==> run_1/met3.png <==
Scale bar: 100 um. Cells faint in the background.
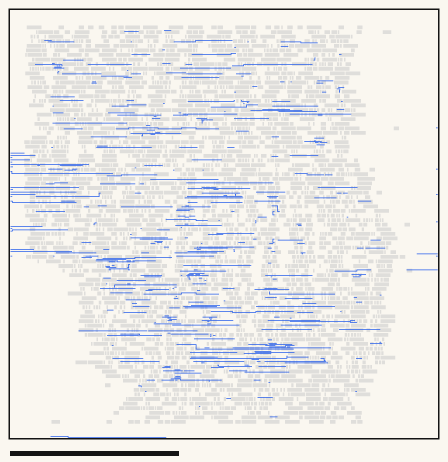
==> run_1/gate_families.png <==
Scale bar: 100 um.
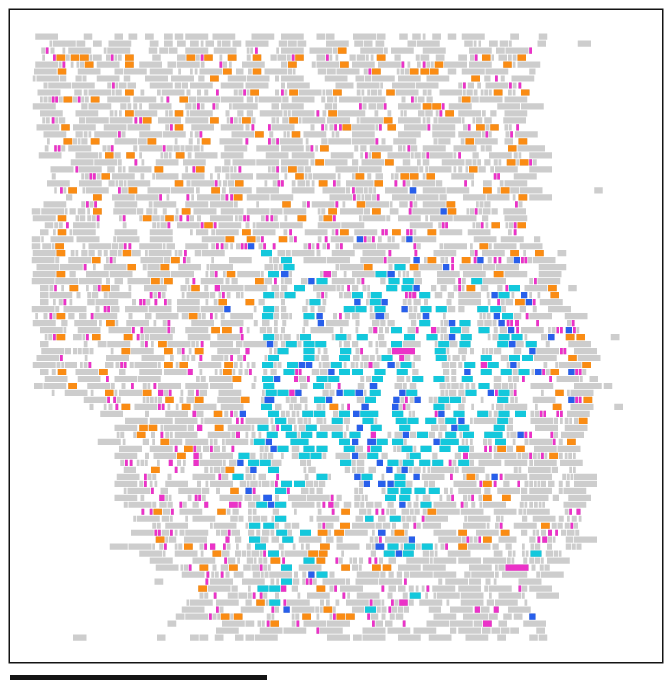
==> run_1/met1.png <==
Scale bar: 100 um. Supply wires on this layer in grey.
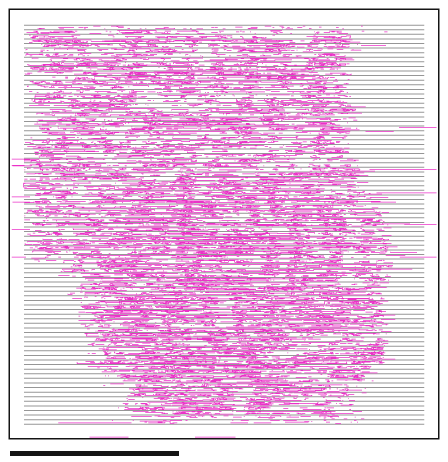
## config.mk

```make
export PLATFORM = sky130hd
export DESIGN_NAME = row_renderer
export DESIGN_NICKNAME = d
export VERILOG_FILES = /design/src/rtl/squares_pkg.sv /design/src/rtl/square_hit_test.sv /design/src/rtl/row_renderer.sv
export SDC_FILE = /design/constraint.sdc
export NUM_CORES = 1
export LEC_CHECK = 0
export CAP_MARGIN = 20
export CORE_MARGIN = 8
export CORE_UTILIZATION = 50
export DETAILED_ROUTE_END_ITERATION = 12
export PLACE_DENSITY = 0.71
export REMOVE_ABC_BUFFERS = 1
export SETUP_SLACK_MARGIN = 0.3
export SYNTH_ARGS = -nofsm -noshare
export SYNTH_HDL_FRONTEND = slang
export SYNTH_SLANG_ARGS = --single-unit
```

## constraint.sdc

```tcl
create_clock -name clock_vga -period 8.8 [get_ports clock_vga]
set_input_delay 1.76 -clock clock_vga [delete_from_list [all_inputs] [get_ports clock_vga]]
set_output_delay 1.76 -clock clock_vga [all_outputs]
set_load 0.03 [all_outputs]
```

## src/rtl/squares_pkg.sv

```systemverilog
`default_nettype none
// +--------------------------------------------------------------------------+
// | squares_pkg : shared geometry constants, colour and square-entry types   |
// | Rev 1.0                                                                  |
// +--------------------------------------------------------------------------+
package squares_pkg;

  localparam int ROW_PIXELS  = 401;
  localparam int SCREEN_ROWS = 480;

  typedef logic [23:0] color_t;

  typedef struct packed {
    logic [9:0] x;
    logic [8:0] y;
    logic [8:0] size;
    color_t     color;
  } square_t;

  typedef enum logic [1:0] {
    ST_IDLE   = 2'd0,
    ST_RENDER = 2'd1,
    ST_FLUSH  = 2'd2
  } state_t;

endpackage
`default_nettype wire

```

## src/rtl/square_hit_test.sv

```systemverilog
`default_nettype none
// +--------------------------------------------------------------------------+
// | square_hit_test : coverage and outer-edge test of one square at (x, y)   |
// | Rev 1.0                                                                  |
// +--------------------------------------------------------------------------+
module square_hit_test (
  input  logic [9:0] i_x0,
  input  logic [8:0] i_y0,
  input  logic [8:0] i_size,
  input  logic [9:0] i_x,
  input  logic [8:0] i_y,
  output logic       o_hit,
  output logic       o_edge
);

  // 11-bit extents so a square near the right or bottom margin never wraps
  logic [10:0] w_x0, w_x1, w_y0, w_y1, w_px, w_py;

  assign w_x0 = {1'b0, i_x0};
  assign w_x1 = w_x0 + {2'b00, i_size};
  assign w_y0 = {2'b00, i_y0};
  assign w_y1 = w_y0 + {2'b00, i_size};
  assign w_px = {1'b0, i_x};
  assign w_py = {2'b00, i_y};

  assign o_hit = (i_size != 9'd0) &&
                 (w_px >= w_x0) && (w_px < w_x1) &&
                 (w_py >= w_y0) && (w_py < w_y1);

  assign o_edge = (w_px == w_x0) || (w_px == w_x1 - 11'd1) ||
                  (w_py == w_y0) || (w_py == w_y1 - 11'd1);

endmodule
`default_nettype wire

```

## src/rtl/row_renderer.sv

```systemverilog
`default_nettype none
// +--------------------------------------------------------------------------+
// | row_renderer : renders one row of filled squares into a line buffer per  |
// | next_row pulse. Optional macro SQUARE_BORDER_EN draws 1-pixel edges.     |
// | Rev 1.0                                                                  |
// +--------------------------------------------------------------------------+
module row_renderer #(
  parameter int NUM_SQUARES = 4,
  parameter int ROW_PIXELS  = squares_pkg::ROW_PIXELS,
  parameter int SCREEN_ROWS = squares_pkg::SCREEN_ROWS
) (
  input  logic        clock_vga,
  input  logic        reset_n,
  input  logic        next_row,
  input  logic        next_screen,
  input  logic        sq_we,
  input  logic [1:0]  sq_idx,
  input  logic [9:0]  sq_x,
  input  logic [8:0]  sq_y,
  input  logic [8:0]  sq_size,
  input  logic [23:0] sq_color,
  input  logic [23:0] bg_color,
  input  logic [23:0] border_color,
  output logic        wr_en,
  output logic [8:0]  wr_addr,
  output logic [23:0] wr_data,
  output logic        busy,
  output logic        overrun
);

  import squares_pkg::*;

  square_t r_shadow    [NUM_SQUARES];
  square_t r_active    [NUM_SQUARES];
  square_t w_shadow_nx [NUM_SQUARES];
  square_t w_table     [NUM_SQUARES];

  state_t r_state, w_state_nx;

  logic [8:0] r_x, r_y, r_y_cur;
  logic [8:0] w_row_y, w_y_inc, w_issue_x, w_issue_y;
  logic       w_start, w_issue, w_last_x;

  logic [NUM_SQUARES-1:0] w_hit, w_edge;
  color_t                 w_pix;

  logic       r_s1_valid;
  logic [8:0] r_s1_addr;
  color_t     r_s1_color;
  logic       r_wr_en;
  logic [8:0] r_wr_addr;
  color_t     r_wr_data;
  logic       r_overrun;

  // Shadow table with this cycle's write merged in, so a copy on next_screen sees it
  always_comb begin
    for (int i = 0; i < NUM_SQUARES; i++) begin
      w_shadow_nx[i] = r_shadow[i];
      if (sq_we && (sq_idx == 2'(i))) begin
        w_shadow_nx[i].x     = sq_x;
        w_shadow_nx[i].y     = sq_y;
        w_shadow_nx[i].size  = sq_size;
        w_shadow_nx[i].color = sq_color;
      end
    end
  end

  always_ff @(posedge clock_vga or negedge reset_n) begin
    if (!reset_n) begin
      for (int i = 0; i < NUM_SQUARES; i++) begin
        r_shadow[i] <= '0;
        r_active[i] <= '0;
      end
    end else begin
      for (int i = 0; i < NUM_SQUARES; i++) begin
        r_shadow[i] <= w_shadow_nx[i];
        if (next_screen) r_active[i] <= w_shadow_nx[i];
      end
    end
  end

  // Pixel 0 is issued in the next_row cycle itself; RENDER then issues 1..ROW_PIXELS-1
  assign w_start   = (r_state == ST_IDLE) && next_row;
  assign w_last_x  = (r_x == 9'(ROW_PIXELS - 1));
  assign w_row_y   = next_screen ? 9'd0 : r_y;
  assign w_y_inc   = (w_row_y == 9'(SCREEN_ROWS - 1)) ? 9'd0 : w_row_y + 9'd1;
  assign w_issue   = w_start || (r_state == ST_RENDER);
  assign w_issue_x = (r_state == ST_RENDER) ? r_x : 9'd0;
  assign w_issue_y = (r_state == ST_RENDER) ? r_y_cur : w_row_y;

  always_comb begin
    for (int i = 0; i < NUM_SQUARES; i++) begin
      w_table[i] = (w_start && next_screen) ? w_shadow_nx[i] : r_active[i];
    end
  end

  always_comb begin
    w_state_nx = r_state;
    unique case (r_state)
      ST_IDLE:   if (next_row) w_state_nx = ST_RENDER;
      ST_RENDER: if (w_last_x) w_state_nx = ST_FLUSH;
      ST_FLUSH:  if (r_wr_en && (r_wr_addr == 9'(ROW_PIXELS - 1))) w_state_nx = ST_IDLE;
      default:   w_state_nx = ST_IDLE;
    endcase
  end

  always_ff @(posedge clock_vga or negedge reset_n) begin
    if (!reset_n) r_state <= ST_IDLE;
    else          r_state <= w_state_nx;
  end

  always_ff @(posedge clock_vga or negedge reset_n) begin
    if (!reset_n) begin
      r_x     <= 9'd0;
      r_y     <= 9'd0;
      r_y_cur <= 9'd0;
    end else if (w_start) begin
      r_x     <= 9'd1;
      r_y_cur <= w_row_y;
      r_y     <= w_y_inc;
    end else begin
      if (next_screen) r_y <= 9'd0;
      r_x <= ((r_state == ST_RENDER) && !w_last_x) ? r_x + 9'd1 : 9'd0;
    end
  end

  for (genvar gi = 0; gi < NUM_SQUARES; gi++) begin : g_hit
    square_hit_test u_hit (
      .i_x0   (w_table[gi].x),
      .i_y0   (w_table[gi].y),
      .i_size (w_table[gi].size),
      .i_x    ({1'b0, w_issue_x}),
      .i_y    (w_issue_y),
      .o_hit  (w_hit[gi]),
      .o_edge (w_edge[gi])
    );
  end

  // Descending scan so the lowest-index hit is the one left standing
  always_comb begin
    w_pix = bg_color;
    for (int i = NUM_SQUARES - 1; i >= 0; i--) begin
      if (w_hit[i]) begin
`ifdef SQUARE_BORDER_EN
        w_pix = w_edge[i] ? border_color : w_table[i].color;
`else
        w_pix = w_table[i].color;
`endif
      end
    end
  end

`ifndef SQUARE_BORDER_EN
  logic w_unused_border;
  assign w_unused_border = ^{border_color, w_edge};
`endif

  always_ff @(posedge clock_vga or negedge reset_n) begin
    if (!reset_n) begin
      r_s1_valid <= 1'b0;
      r_s1_addr  <= 9'd0;
      r_s1_color <= '0;
      r_wr_en    <= 1'b0;
      r_wr_addr  <= 9'd0;
      r_wr_data  <= '0;
      r_overrun  <= 1'b0;
    end else begin
      r_s1_valid <= w_issue;
      r_s1_addr  <= w_issue_x;
      r_s1_color <= w_pix;
      r_wr_en    <= r_s1_valid;
      r_wr_addr  <= r_s1_addr;
      r_wr_data  <= r_s1_color;
      if (next_row && (r_state != ST_IDLE)) r_overrun <= 1'b1;
    end
  end

  assign wr_en   = r_wr_en;
  assign wr_addr = r_wr_addr;
  assign wr_data = r_wr_data;
  assign busy    = (r_state != ST_IDLE);
  assign overrun = r_overrun;

endmodule
`default_nettype wire

```

==> impl_metrics.csv, run 1 <==
group,metric,value,unit
flow_run,warnings,62,
route,dr.pass1.iters,6,
worst_setup_path,timing.critical_path.fanout_max,24,
clocking,path_clk_slew,0.06,ns
synthesis,dominantRegCellSynth,"dfrtp_1",
final_timing,period_needed,7.44,ns
clocking,cts_setup_buffers,0,
synthesis,synth_stat.cells,2994,
floorplanning,fp_util,0.503,
outcome,run_status,"complete, no violations",
synthesis,ys_area,28300,um2
final_layout,final_layout_top_logic_cells,"dfrtp_1 (514), a21oi_1 (368), nor2_1 (355)",
route,vias_per_instance,5.79,
clocking,clk-insertion-delay-late,0.62,ns
route,wire_per_inst,19.7,um
placed_design,post-dp-hpwl,52.4,mm
floorplanning,count_of_boundary_i_o_pins,143,
global_routing,gr-total-overflow,0,
floorplanning,floorplan.die.height,254,um
global_routing,antenna_found_initial,3,
clocking,clock_path_buffers,3,
worst_setup_path,critPathLaunch,"sq_we",
worst_setup_path,cp_data_arrival_time,7.90,ns
synthesis,adder_and_majority_cell_fraction_of_the_synthesized_area,0.0952,
global_routing,pin_count_of_the_biggest_net_entering_global_routing,255,
final_timing,worst_hold_margin,0.347,ns
synthesis,simple_gate_area_frac,0.103,
synthesis,ys.warnings.count,0,
synthesis,synthMuxAreaShare,0.0858,
floorplanning,rows,87,
final_layout,layout.core_utilization,0.574,
route,final_antenna_net_count,0,
clocking,ctsHoldBuffers,0,
pwr,post-layout-total-power,0.00731,W
worst_setup_path,timing.rr.end,"r_s1_color[8]",
## Picture notes: met3.png
longest straight run: 59.8 um
nets with wire on the layer: 238
wire length on this layer: 4640 um
share of all routed wire: 6.1%
met3 layer usage reported by global route: 0.0345
Vias: 22375
routed wire length: 76.1 mm

## Picture notes: gate_families.png
[orange] multiplexers | cells: 241 | where: spread over the die
[magenta] NOR gates | cells: 393 | where: spread over the die
[cyan] adder and majority cells | cells: 213
[blue] AND-OR and OR-AND gates | cells: 92
multi-input gate share of the layout cell area: 0.424
most common library cell in the layout ignoring fill and taps: dfrtp_1

## Picture notes: met1.png
nets with wire on the layer: 3210
longest straight run: 80.5 um
main direction: horizontal
GR met1 Demand/Resource: 0.311

==> run 1: cell usage after synthesis (all sizes together) (4+ instances only) <==
master / count / share of area
dfrtp: 514 / 0.45
a21oi: 369 / 0.066
nor2: 355 / 0.047
inv: 304 / 0.040
mux2i: 231 / 0.082
ha: 208 / 0.092
nand2: 171 / 0.023
o21ai: 159 / 0.028
clkbuf: 118 / 0.016
a21o: 71 / 0.019
o211ai: 66 / 0.018
xor2: 44 / 0.014
xnor2: 37 / 0.011
buf: 35 / 0.0067
o311ai: 26 / 0.0081
a22oi: 25 / 0.0066
nand2b: 25 / 0.0055
nand3: 22 / 0.0041
a211oi: 19 / 0.0050
a31oi: 17 / 0.0038
nor3: 13 / 0.0023
and2: 11 / 0.0024
nand4: 11 / 0.0024
nor4: 11 / 0.0024
mux2: 10 / 0.0040
o21a: 8 / 0.0021
and3: 7 / 0.0017
nor2b: 7 / 0.0015
o21bai: 7 / 0.0019
a211o: 6 / 0.0019
o31ai: 6 / 0.0016
or4: 6 / 0.0017
a2111oi: 5 / 0.0015
nand3b: 5 / 0.0013
nor4bb: 5 / 0.0018
o41ai: 5 / 0.0015
a41oi: 4 / 0.0012
fa: 4 / 0.0028
o221ai: 4 / 0.0012
or2: 4 / 0.00088
or3: 4 / 0.00088
==> run 1: report_power, final <==
part	switching, W	internal (W)
logic	0.00119	0.000823
registers	0.000176	0.00272
clock network	0.000953	0.00145
==> run 1: cell type report <==
class                   instances  area [um2]
fillers                      4781       23900
multi-input cells            2023       13700
flip-flops and latches        514       12900
repair buffers                172        1720
clock buffers                  75        1530
inverters                     304        1140
well taps                     756         946
clock inverters                19         350
diodes                          2        5.00
==> run_1/zoom.png <==
Scale bar: 10 um. Region (170, 43) to (210, 83) um. Cells in grey, sequential cells in the stronger grey; small squares are vias.
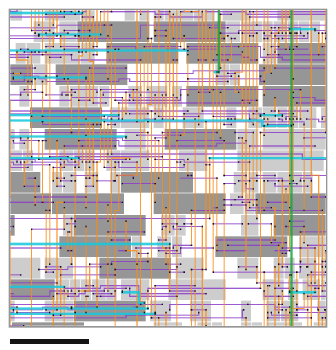

==> run 2, diff against run 1 <==
--- a/config.mk
+++ b/config.mk
@@ -9,7 +9,7 @@
 export CORE_MARGIN = 8
 export CORE_UTILIZATION = 50
 export DETAILED_ROUTE_END_ITERATION = 12
-export PLACE_DENSITY = 0.71
+export PLACE_DENSITY = 0.74
 export REMOVE_ABC_BUFFERS = 1
 export SETUP_SLACK_MARGIN = 0.3
 export SYNTH_ARGS = -nofsm -noshare
==> constraint.sdc (replaced) <==
create_clock -name clock_vga -period 6.7 [get_ports clock_vga]
set_input_delay 1.34 -clock clock_vga [delete_from_list [all_inputs] [get_ports clock_vga]]
set_output_delay 1.34 -clock clock_vga [all_outputs]
set_load 0.03 [all_outputs]
==> run_2/zoom.png <==
Scale bar: 10 um. Region (170, 43) to (210, 83) um. Cells in grey, sequential cells in the stronger grey; small squares are vias.
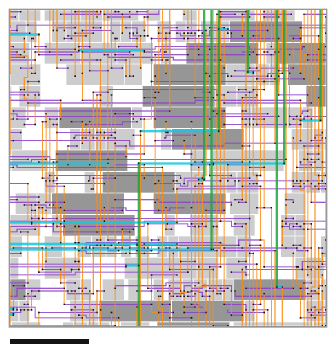
[green] met4
[cyan] met3
[purple] met1
[orange] met2
cells with their middle in the window: 127
netlist names of flops here include: `r_active` (7), `r_shadow` (6), `r_y_cur` (3)
sequential cells in the window: 17
most frequent: dfrtp_1 (17), nor2_1 (16), a21oi_1 (14)

==> impl_metrics.csv, run 2 <==
group,metric,value,unit
final_layout,seqCellArea,12900,um2
global_routing,antenna_found_initial,3,
final_layout,clockNetworkAreaShare,0.0534,
synthesis,synth_stat.cells,2994,
final_layout,num-multi-input-gates,2024,
final_layout,inverters,304,
synthesis,synthDominantCellAreaShare,0.455,
final_layout,final_layout_top_logic_cell,"dfrtp_1",
placed_design,post-dp-hpwl,55.6,mm
floorplanning,core_area,56200,um2
flow_run,warnings,59,
worst_setup_path,timing.critical_path.fanout_max,16,
final_layout,n_clock_buffer,77,
synthesis,ys.warnings.count,0,
final_layout,final_layout_top_logic_cells,"dfrtp_1 (514), a21oi_1 (368), nor2_1 (355)",
route,finalWirelength,78.5,mm
final_timing,period_needed,6.21,ns
final_layout,number_of_fill_cells_in_the_layout,4718,
route,final_antenna_net_count,0,
route,route.vias.total,22978,
worst_setup_path,timing.rr.end,"r_s1_color[17]",
pwr,post-layout-total-power,0.00969,W
final_layout,biggest_area_consumer_among_cell_classes,"combinational gates",
final_layout,flops,514,
outcome,run_status,"complete, no violations",
route,vias_per_instance,5.71,
floorplanning,rows,87,
synthesis,synth_dominant_cell_count,"dfrtp_1",
final_layout,seq_total_area,0.385,
worst_setup_path,cp_data_arrival_time,6.70,ns
floorplanning,tapCellCount,756,
global_routing,pin_count_of_the_biggest_net_entering_global_routing,208,
clocking,path_clk_slew,0.06,ns
synthesis,top_cells_by_count,"dfrtp_1 (514), a21oi_1 (368), nor2_1 (355)",
final_layout,layout.core_utilization,0.595,
floorplanning,fp_util,0.503,
route,dr.pass1.iters,6,
global_routing,gr-total-overflow,0,
final_timing,worst_hold_margin,0.348,ns
final_layout,logic_area,13700,um2
route,wire_per_inst,19.5,um
clocking,clk-insertion-delay-late,0.64,ns
final_layout,layout.buffer.nonclock.area_share,0.0887,
final_layout,antenna-diode-count,4,
synthesis,ys_area,28300,um2
==> run_2/gate_families.png <==
Scale bar: 100 um.
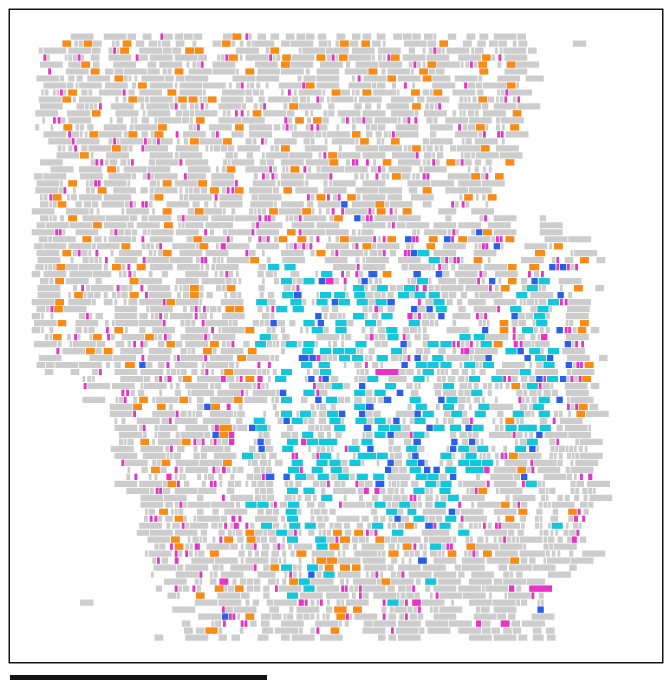
[blue] AND-OR and OR-AND gates | cells: 92
[orange] multiplexers | cells: 241 | where: spread over the die
[cyan] adder and majority cells | cells: 213
[magenta] NOR gates | cells: 393
multi-input gate share of the layout cell area: 0.411
post-route non-filler standard cell count: 4021

run 2: power breakdown:
group	leakage [nW]	switching (W)	internal (W)
clock network	0.865	0.00129	0.00169
registers	6.01	0.000237	0.00357
logic	10.1	0.00163	0.00128
total	17.0	0.00315	0.00654
run 2: worst max-delay path by stage:
stage / start / end / cells past startpoint
2_1_floorplan: next_row / r_s1_color[0] / 18
3_3_place_gp: next_row / r_s1_color[8] / 24
3_5_place_dp: sq_we / r_s1_color[19] / 21
4_1_cts: sq_we / r_s1_color[19] / 21
5_1_grt: sq_idx[0] / r_s1_color[16] / 27
6_report: sq_idx[0] / r_s1_color[17] / 24
run 2: metal layers:
metal,up-vias,GRT usage,share of wire
met3,182,0.0360,0.057
met4,0,0.103,0.044
met2,704,0.399,0.48
met1,11283,0.307,0.42
met5,-,0,0
li1,10809,-,-
run 2: cells by family after synthesis:
kind of cell    after synthesis  share of synthesized area
fa+ha+maj                   213                     0.0952
mux                         241                     0.0858
flops                       514                      0.455
xor+xnor                     81                     0.0251
buf+inv                     457                     0.0628
compound gates              819                      0.173
simple gates                669                      0.103
run 2: worst max-delay path, cell delays in order:
cell,delay [ns]
clkdlybuf4s50_1,0.50
buf_4,0.21
nand3b_1,0.14
buf_4,0.19
buf_6,0.20
mux2i_2,0.32
o21ai_0,0.15
buf_4,0.18
ha_1,0.34
o21ai_0,0.23
nor2_1,0.07
or4_1,0.45
a31oi_2,0.30
xor2_1,0.11
ha_1,0.31
and4b_1,0.21
o211ai_1,0.09
a21oi_1,0.18
o221ai_2,0.15
nor4bb_4,0.18
buf_12,0.18
buf_12,0.15
o311ai_0,0.40
a22oi_1,0.13
run 2: repair_timing:
action / 4_1_cts / 5_1_grt
hold buffers: 0 / 0
setup buffers: 0 / 8
endpoints found under the setup margin: 0 / 24
resized: 0 / 25
Power is estimated from default activity; no workload was simulated.
